--- src/rtl/spi_cmd_pkg.sv ---
// rtl/spi_cmd_pkg.sv - shared types and constants for the SPI command-frame controller
package spi_cmd_pkg;

    typedef enum logic [1:0] {
        IDLE    = 2'd0,
        PAYLOAD = 2'd1,
        CHECK   = 2'd2,
        COMMIT  = 2'd3
    } state_t;

    localparam logic [1:0] ERR_NONE = 2'd0;
    localparam logic [1:0] ERR_HDR  = 2'd1;
    localparam logic [1:0] ERR_CSUM = 2'd2;
    localparam logic [1:0] ERR_TMO  = 2'd3;

    localparam int HDR_WR_BIT   = 7;
    localparam int HDR_LEN_MSB  = 6;
    localparam int HDR_LEN_LSB  = 4;
    localparam int HDR_ADDR_MSB = 3;
    localparam int HDR_ADDR_LSB = 0;

endpackage

--- src/rtl/spi_cmd_regfile.sv ---
// rtl/spi_cmd_regfile.sv - 16x8 register file, one write port, one registered read port
module spi_cmd_regfile (
    input  logic       clk,
    input  logic       rst_n,
    input  logic       we,
    input  logic [3:0] waddr,
    input  logic [7:0] wdata,
    input  logic [3:0] raddr,
    output logic [7:0] rdata
);

    logic [7:0] mem [16];

    // Same-cycle read of a written address returns the pre-write contents.
    always_ff @(posedge clk or negedge rst_n) begin
        if (!rst_n) begin
            for (int i = 0; i < 16; i++) begin
                mem[i] <= 8'h00;
            end
            rdata <= 8'h00;
        end else begin
            if (we) begin
                mem[waddr] <= wdata;
            end
            rdata <= mem[raddr];
        end
    end

endmodule

--- src/rtl/spi_cmd_ctrl.sv ---
// rtl/spi_cmd_ctrl.sv - parses SPI write frames and commits checksum-verified payloads
module spi_cmd_ctrl
    import spi_cmd_pkg::*;
#(
    parameter int TIMEOUT_CYC = 1000
) (
    input  logic       clk,
    input  logic       rst_n,
    input  logic [7:0] i_rx_data,
    input  logic       i_rx_rdy,
    output logic       o_rx_ren,
    input  logic [3:0] i_rd_addr,
    output logic [7:0] o_rd_data,
    output logic       o_frame_ok,
    output logic       o_frame_err,
    output logic [1:0] o_err_code,
    output logic [7:0] o_err_cnt
);

    localparam int TW = $clog2(TIMEOUT_CYC + 1);

    state_t      state, state_nxt;
    logic [2:0]  len_m1;
    logic [3:0]  base_addr;
    logic [2:0]  idx;
    logic [7:0]  csum;
    logic [7:0]  pay_buf [8];
    logic [TW-1:0] tmo_cnt;

    logic        accept;
    logic        timing;
    logic        tmo_hit;
    logic        err_set;
    logic [1:0]  err_code_nxt;
    logic        ok_set;
    logic        we;
    logic [3:0]  waddr;

    // While o_rx_ren is high the receiver's rdy is stale, so it blocks acceptance.
    assign accept  = i_rx_rdy && !o_rx_ren && (state != COMMIT);
    assign timing  = (state == PAYLOAD) || (state == CHECK);
    assign tmo_hit = timing && (tmo_cnt == TW'(TIMEOUT_CYC - 1));
    assign we      = (state == COMMIT);
    assign waddr   = base_addr + {1'b0, idx};

    always_ff @(posedge clk or negedge rst_n) begin
        if (!rst_n) begin
            state <= IDLE;
        end else begin
            state <= state_nxt;
        end
    end

    always_comb begin
        state_nxt    = state;
        err_set      = 1'b0;
        err_code_nxt = ERR_NONE;
        ok_set       = 1'b0;
        case (state)
            IDLE: begin
                if (accept) begin
                    if (!i_rx_data[HDR_WR_BIT]) begin
                        err_set      = 1'b1;
                        err_code_nxt = ERR_HDR;
                    end else begin
                        state_nxt = PAYLOAD;
                    end
                end
            end
            PAYLOAD: begin
                if (accept) begin
                    if (idx == len_m1) begin
                        state_nxt = CHECK;
                    end
                end else if (tmo_hit) begin
                    err_set      = 1'b1;
                    err_code_nxt = ERR_TMO;
                    state_nxt    = IDLE;
                end
            end
            CHECK: begin
                if (accept) begin
                    if (i_rx_data == csum) begin
                        state_nxt = COMMIT;
                    end else begin
                        err_set      = 1'b1;
                        err_code_nxt = ERR_CSUM;
                        state_nxt    = IDLE;
                    end
                end else if (tmo_hit) begin
                    err_set      = 1'b1;
                    err_code_nxt = ERR_TMO;
                    state_nxt    = IDLE;
                end
            end
            COMMIT: begin
                if (idx == len_m1) begin
                    ok_set    = 1'b1;
                    state_nxt = IDLE;
                end
            end
            default: state_nxt = IDLE;
        endcase
    end

    // idx walks the buffer during PAYLOAD and again during COMMIT; it is 0 on COMMIT entry.
    always_ff @(posedge clk or negedge rst_n) begin
        if (!rst_n) begin
            len_m1    <= 3'd0;
            base_addr <= 4'd0;
            idx       <= 3'd0;
            csum      <= 8'h00;
            for (int i = 0; i < 8; i++) begin
                pay_buf[i] <= 8'h00;
            end
        end else begin
            case (state)
                IDLE: begin
                    if (accept && i_rx_data[HDR_WR_BIT]) begin
                        len_m1    <= i_rx_data[HDR_LEN_MSB:HDR_LEN_LSB];
                        base_addr <= i_rx_data[HDR_ADDR_MSB:HDR_ADDR_LSB];
                        csum      <= i_rx_data;
                        idx       <= 3'd0;
                    end
                end
                PAYLOAD: begin
                    if (accept) begin
                        pay_buf[idx] <= i_rx_data;
                        csum         <= csum ^ i_rx_data;
                        idx          <= (idx == len_m1) ? 3'd0 : idx + 3'd1;
                    end
                end
                COMMIT: begin
                    idx <= idx + 3'd1;
                end
                default: ;
            endcase
        end
    end

    always_ff @(posedge clk or negedge rst_n) begin
        if (!rst_n) begin
            tmo_cnt <= '0;
        end else if (accept || !timing || tmo_hit) begin
            tmo_cnt <= '0;
        end else begin
            tmo_cnt <= tmo_cnt + TW'(1);
        end
    end

    always_ff @(posedge clk or negedge rst_n) begin
        if (!rst_n) begin
            o_rx_ren    <= 1'b0;
            o_frame_ok  <= 1'b0;
            o_frame_err <= 1'b0;
            o_err_code  <= ERR_NONE;
            o_err_cnt   <= 8'h00;
        end else begin
            o_rx_ren    <= accept;
            o_frame_ok  <= ok_set;
            o_frame_err <= err_set;
            if (err_set) begin
                o_err_code <= err_code_nxt;
                if (o_err_cnt != 8'hFF) begin
                    o_err_cnt <= o_err_cnt + 8'd1;
                end
            end
        end
    end

    spi_cmd_regfile u_regfile (
        .clk   (clk),
        .rst_n (rst_n),
        .we    (we),
        .waddr (waddr),
        .wdata (pay_buf[idx]),
        .raddr (i_rd_addr),
        .rdata (o_rd_data)
    );

endmodule

--- config.mk ---
export PLATFORM = sky130hd
export DESIGN_NAME = spi_cmd_ctrl
export DESIGN_NICKNAME = d
export VERILOG_FILES = /design/src/rtl/spi_cmd_pkg.sv /design/src/rtl/spi_cmd_regfile.sv /design/src/rtl/spi_cmd_ctrl.sv
export SDC_FILE = /design/constraint.sdc
export NUM_CORES = 1
export LEC_CHECK = 0
export ABC_AREA = 1
export CAP_MARGIN = 20
export CORE_MARGIN = 2
export CORE_UTILIZATION = 55
export CTS_BUF_LIST = sky130_fd_sc_hd__clkbuf_8
export CTS_CLUSTER_DIAMETER = 200
export DETAILED_ROUTE_END_ITERATION = 10
export PLACE_DENSITY = 0.75
export SLEW_MARGIN = 20
export SYNTH_ARGS = -nofsm -noshare
export SYNTH_HDL_FRONTEND = slang
export SYNTH_HIERARCHICAL = 1
export SYNTH_SLANG_ARGS = --single-unit
--- constraint.sdc ---
create_clock -name clk -period 2 [get_ports clk]
set_input_delay 0.4 -clock clk [delete_from_list [all_inputs] [get_ports clk]]
set_output_delay 0.4 -clock clk [all_outputs]
set_load 0.02 [all_outputs]
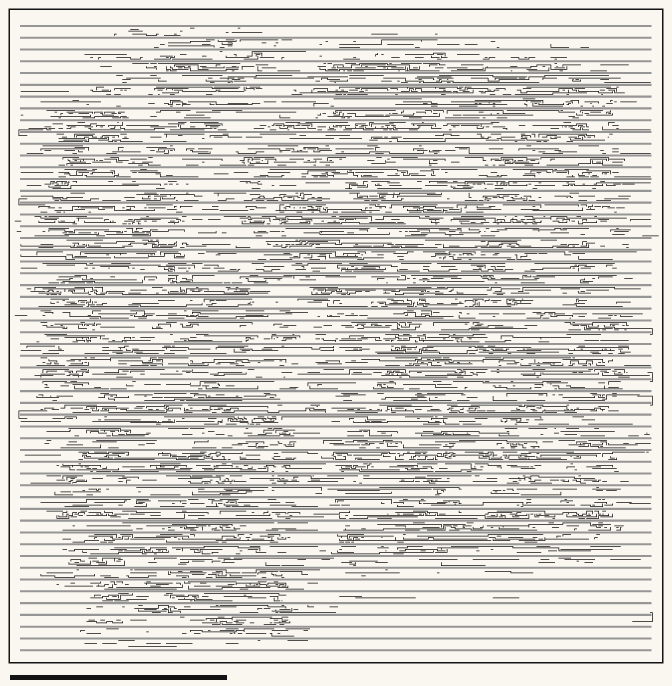
m1.png
The bar under the picture is 50 microns long. Supply wires on this layer in gray.
- nets with wire on the layer: 1483
- wire length on this layer: 12600 microns
- longest straight run: 40.0 microns
- main direction: horizontal
- share of all routed wire: 42%
global routing met1 resource utilization: 0.3495
final wirelength: 29770 microns
routed vias: 10170

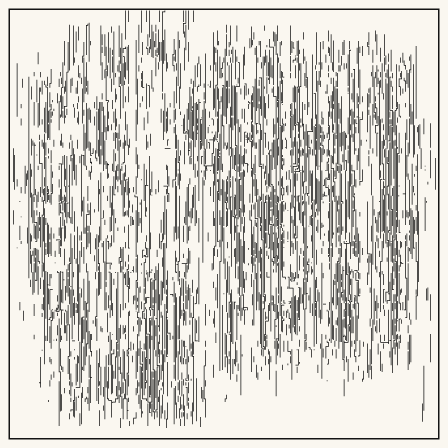
m2.png
- share of all routed wire: 48%
- longest straight run: 70.7 microns
- main direction: vertical
met2 track utilization from global routing: 0.4502

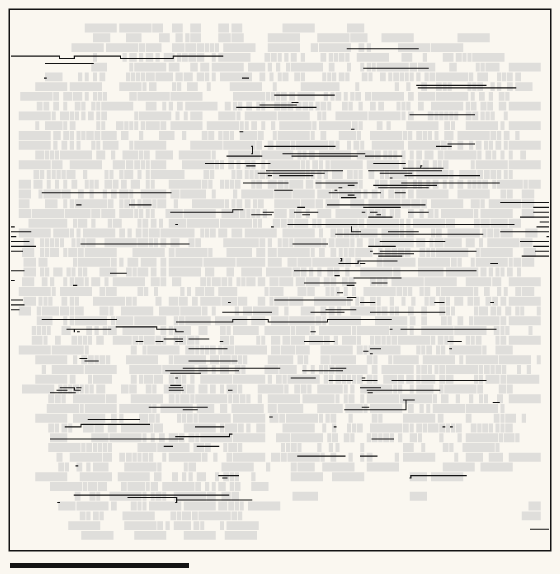
m3.png
The bar under the picture is 50 microns long.
- wire length on this layer: 1900 microns
- nets with wire on the layer: 128
- main direction: horizontal
- longest straight run: 63.0 microns
global-route met3 utilization: 0.04697

## layout make-up
type,instances,share of cell area
clock buffer,51,0.04853
timing repair buffer,150,0.1091
multi-input combinational,961,0.3388
inverter,191,0.04991
tap,275,0.02379
clock inverter,17,0.009170
sequential,243,0.4207
## path summary, 6_finish.rpt
| path | from | to | slack, ns | depth (start not counted) |
|---|---|---|---|---|
| max | idx[0]$_DFFE_PN0P_ | u_regfile/mem[57]$_DFFE_PN0P_ | -0.06 | 10 |
| min | rst_n | u_regfile/mem[87]$_DFFE_PN0P_ | 0.35 | 2 |
| max reg2reg | idx[0]$_DFFE_PN0P_ | u_regfile/mem[57]$_DFFE_PN0P_ | -0.06 | 10 |
| min reg2reg | tmo_cnt[0]$_DFF_PN0_ | tmo_cnt[0]$_DFF_PN0_ | 0.48 | 1 |
| max in group asynchronous | rst_n | state[0]$_DFFE_PN0P_ | 1.00 | 3 |
| min in group clk | tmo_cnt[0]$_DFF_PN0_ | tmo_cnt[0]$_DFF_PN0_ | 0.48 | 1 |
## through the flow
stage	setup WS (ns)	std cells	area, sq um	hold WS, ns	TNS, ns
6_report	-0.06396	1888	14460	0.3497	-0.8180
2_1_floorplan	-0.005517	1454	11830	0.1044	-0.08232
3_3_place_gp	-0.09094	1805	13160	0.3324	-2.311
5_1_grt	-0.1490	1888	14460	0.3752	-10.55
4_1_cts	-0.02407	1877	14110	0.3404	-0.1195
3_5_place_dp	-0.1668	1805	13160	0.3338	-7.114
## repair_timing
action                                  4_1_cts  5_1_grt
pin swaps                                     4        7
endpoints found under the setup margin      103      136
cloned                                        1        5
hold buffers                                  1        0
setup buffers                                 2        6
endpoints found under the hold margin        41        0
gates resized                                29      105
## worst max-delay path: cells and delay by family (launching register included)
kind,cells,cell delay [ns]
adder cells (fa/ha/maj),2,0.74
AND/OR/NAND/NOR,3,0.31
flip-flops,1,0.39
buffers and inverters,4,0.41
AND-OR/OR-AND,1,0.07
## layer usage
metal / vias up / global-route usage / wire, microns
li1: 4937 / - / -
met1: 4815 / 0.3495 / 12560
met2: 341 / 0.4502 / 14350
met3: 74 / 0.04697 / 1901
met4: 0 / 0.1090 / 966
met5: - / 0 / 0
## cell usage in the layout, fill, tap and decap left out, types with 5 or more instances in the layout
cell	count
a21oi_1	5
a22oi_1	8
buf_12	23
buf_4	77
buf_6	12
clkbuf_8	51
clkdlybuf4s50_1	25
dfrtp_1	240
dlygate4sd2_1	7
ha_1	9
inv_1	176
inv_2	20
nand2_1	446
nand2_2	22
nand2_4	9
nand3_1	133
nand4_1	18
nor2_1	15
nor2_4	13
nor3_1	5
o211ai_1	6
o21ai_0	149
o21ai_1	56
o21ai_2	10
xnor2_1	6
## cells by family (layout without fill, tap and decap cells)
group	after synthesis	after routing
xor+xnor	12	12
simple gates	683	684
fa+ha+maj	12	12
buf+inv	251	409
compound gates	253	253
flops	243	243
## where the power goes
group	internal, W	leakage [nW]	switching [W]
Combinational	0.00281	3.30	0.00414
Clock	0.00255	0.465	0.00200
Sequential	0.00627	3.29	0.000764
==> impl_summary.log <==
[metrics] run summary
[metrics] final setup violating endpoints: 48
[metrics] share of synthesized area spent on multiplexers: 0
[metrics] Synth Area in XOR/XNOR: 0.008895
[metrics] GR Util All Layers: 0.2695
[metrics] max-cap violation count: 0
[metrics] main area contributors after synthesis: dfrtp_1, nand2_1, o21ai_0, nand3_1, inv_1
[metrics] die width: 150.6 microns
[metrics] maximum buffer depth of the clock tree: 3
[metrics] maximum ir drop on the vdd rail: 1.255 mV
[metrics] area taken by multi-input logic gates: 4901 sq um
[metrics] Pre-Repair DR Iteration Count: 6
[metrics] count of state elements after synthesis: 243
[metrics] critical path class: reg2reg
[metrics] share of flip-flops with an asynchronous set or reset: 1.000
[metrics] power per unit of standard cell area: 1282 nW/um^2
[metrics] final critical delay including setup and external delays: 2.064 ns
[metrics] static leakage: 7.054 nW
[metrics] achievable clock frequency: 484.5 MHz
[metrics] later-pin clock latency in the skew report: 0.56 ns
[metrics] library cell occupying the most area in the post-synthesis netlist: dfrtp_1
[metrics] area delta synth->final: 22.42%
[metrics] sequential share of the synthesized area: 0.5147
[metrics] PnR Total Power: 0.01854 W
[metrics] flip-flop count of the largest register, all copies and words added: 128
[metrics] number of nets produced by synthesis: 1481
[metrics] final hold violation count: 0
[metrics] area reported by Yosys stat: 11820 sq um
[metrics] worst endpoint data arrival time: 2.47 ns
[metrics] Post-Route Utilization: 0.6881
[metrics] vertical extent of the die: 150.6 microns
[metrics] TritonCTS Buffers: 42
[metrics] wire length of the first global-routing pass: 48420 microns
[metrics] post-synth cell types: 45
[metrics] synthesized area divided by synthesized cell count: 8.126 sq um
[metrics] gate count after technology mapping: 1454
[metrics] dominant kind of combinational cell: simple AND/OR/NAND/NOR gates
[metrics] Worst Skew: 0.03290 ns
[metrics] detailed router's first-iteration violation count: 836
[metrics] Hold Path Class: in2async
[metrics] Synth Area in Simple Gates: 0.2532
[metrics] Mapped Area: 11820 sq um
[metrics] Startpoint Class: flip-flop
[metrics] final setup slack of the worst path: -0.06396 ns
[metrics] max_slew headroom: 0.6810
[metrics] CP max stage delay: 0.54 ns
[metrics] largest fanout on the critical path: 8
[metrics] highest-delay cell along the critical path: fa_2
[metrics] floorplan die area: 22670 sq um
[metrics] synthesized-area fraction occupied by adder cells: 0.01334
[metrics] drt wl/cell: 15.77 microns
[metrics] Compound Share, Synth: 0.1163
[metrics] input/output buffers: 35
[metrics] status: finished, violations left
[metrics] violations in the final reports: setup timing
[metrics] count of pins over their slew limit: 0
[metrics] maximum number of pins on one net before global-route repair: 54
[metrics] number of standard cells reported by yosys: 1454
[metrics] number of levels the H-tree was split into: 2
[metrics] number of vias per cell after detailed routing: 5.385
[metrics] most common library cells after synthesis: nand2_1, dfrtp_1, o21ai_0
[metrics] number of enable-type register cells in the synthesized netlist: 0
[metrics] setup repair after global routing missed its margin: yes
[metrics] Overflow after GRT: 0
[metrics] count leader, synth: nand2_1
[metrics] nature of the critical path endpoint: flip-flop
[metrics] cells along the critical path: ha_2, inv_2, fa_2, inv_4, nor2_2, buf_6, nand4_4, buf_12, nand2_1, o21ai_0
[metrics] TritonCTS clock tree: built
[metrics] leading register cell type out of synthesis: dfrtp_1
[metrics] half-perimeter wire length after detailed placement: 19450 microns
[metrics] count of inserted antenna diode cells: 0
[metrics] Row Count: 53
[metrics] # fillers: 1624
[metrics] data required time at the worst endpoint: 2.41 ns
[metrics] share of post-route cells with drive strength above 1: 0.1754
[metrics] number of remaining DRC errors: 0
[metrics] number of warnings in the stage logs: 33
[metrics] routability congestion estimate from global placement: 0.8389
[metrics] Synth warnings: 6
[metrics] number of global-route vias before repair: 9899
Power is estimated from default activity; no workload was simulated.
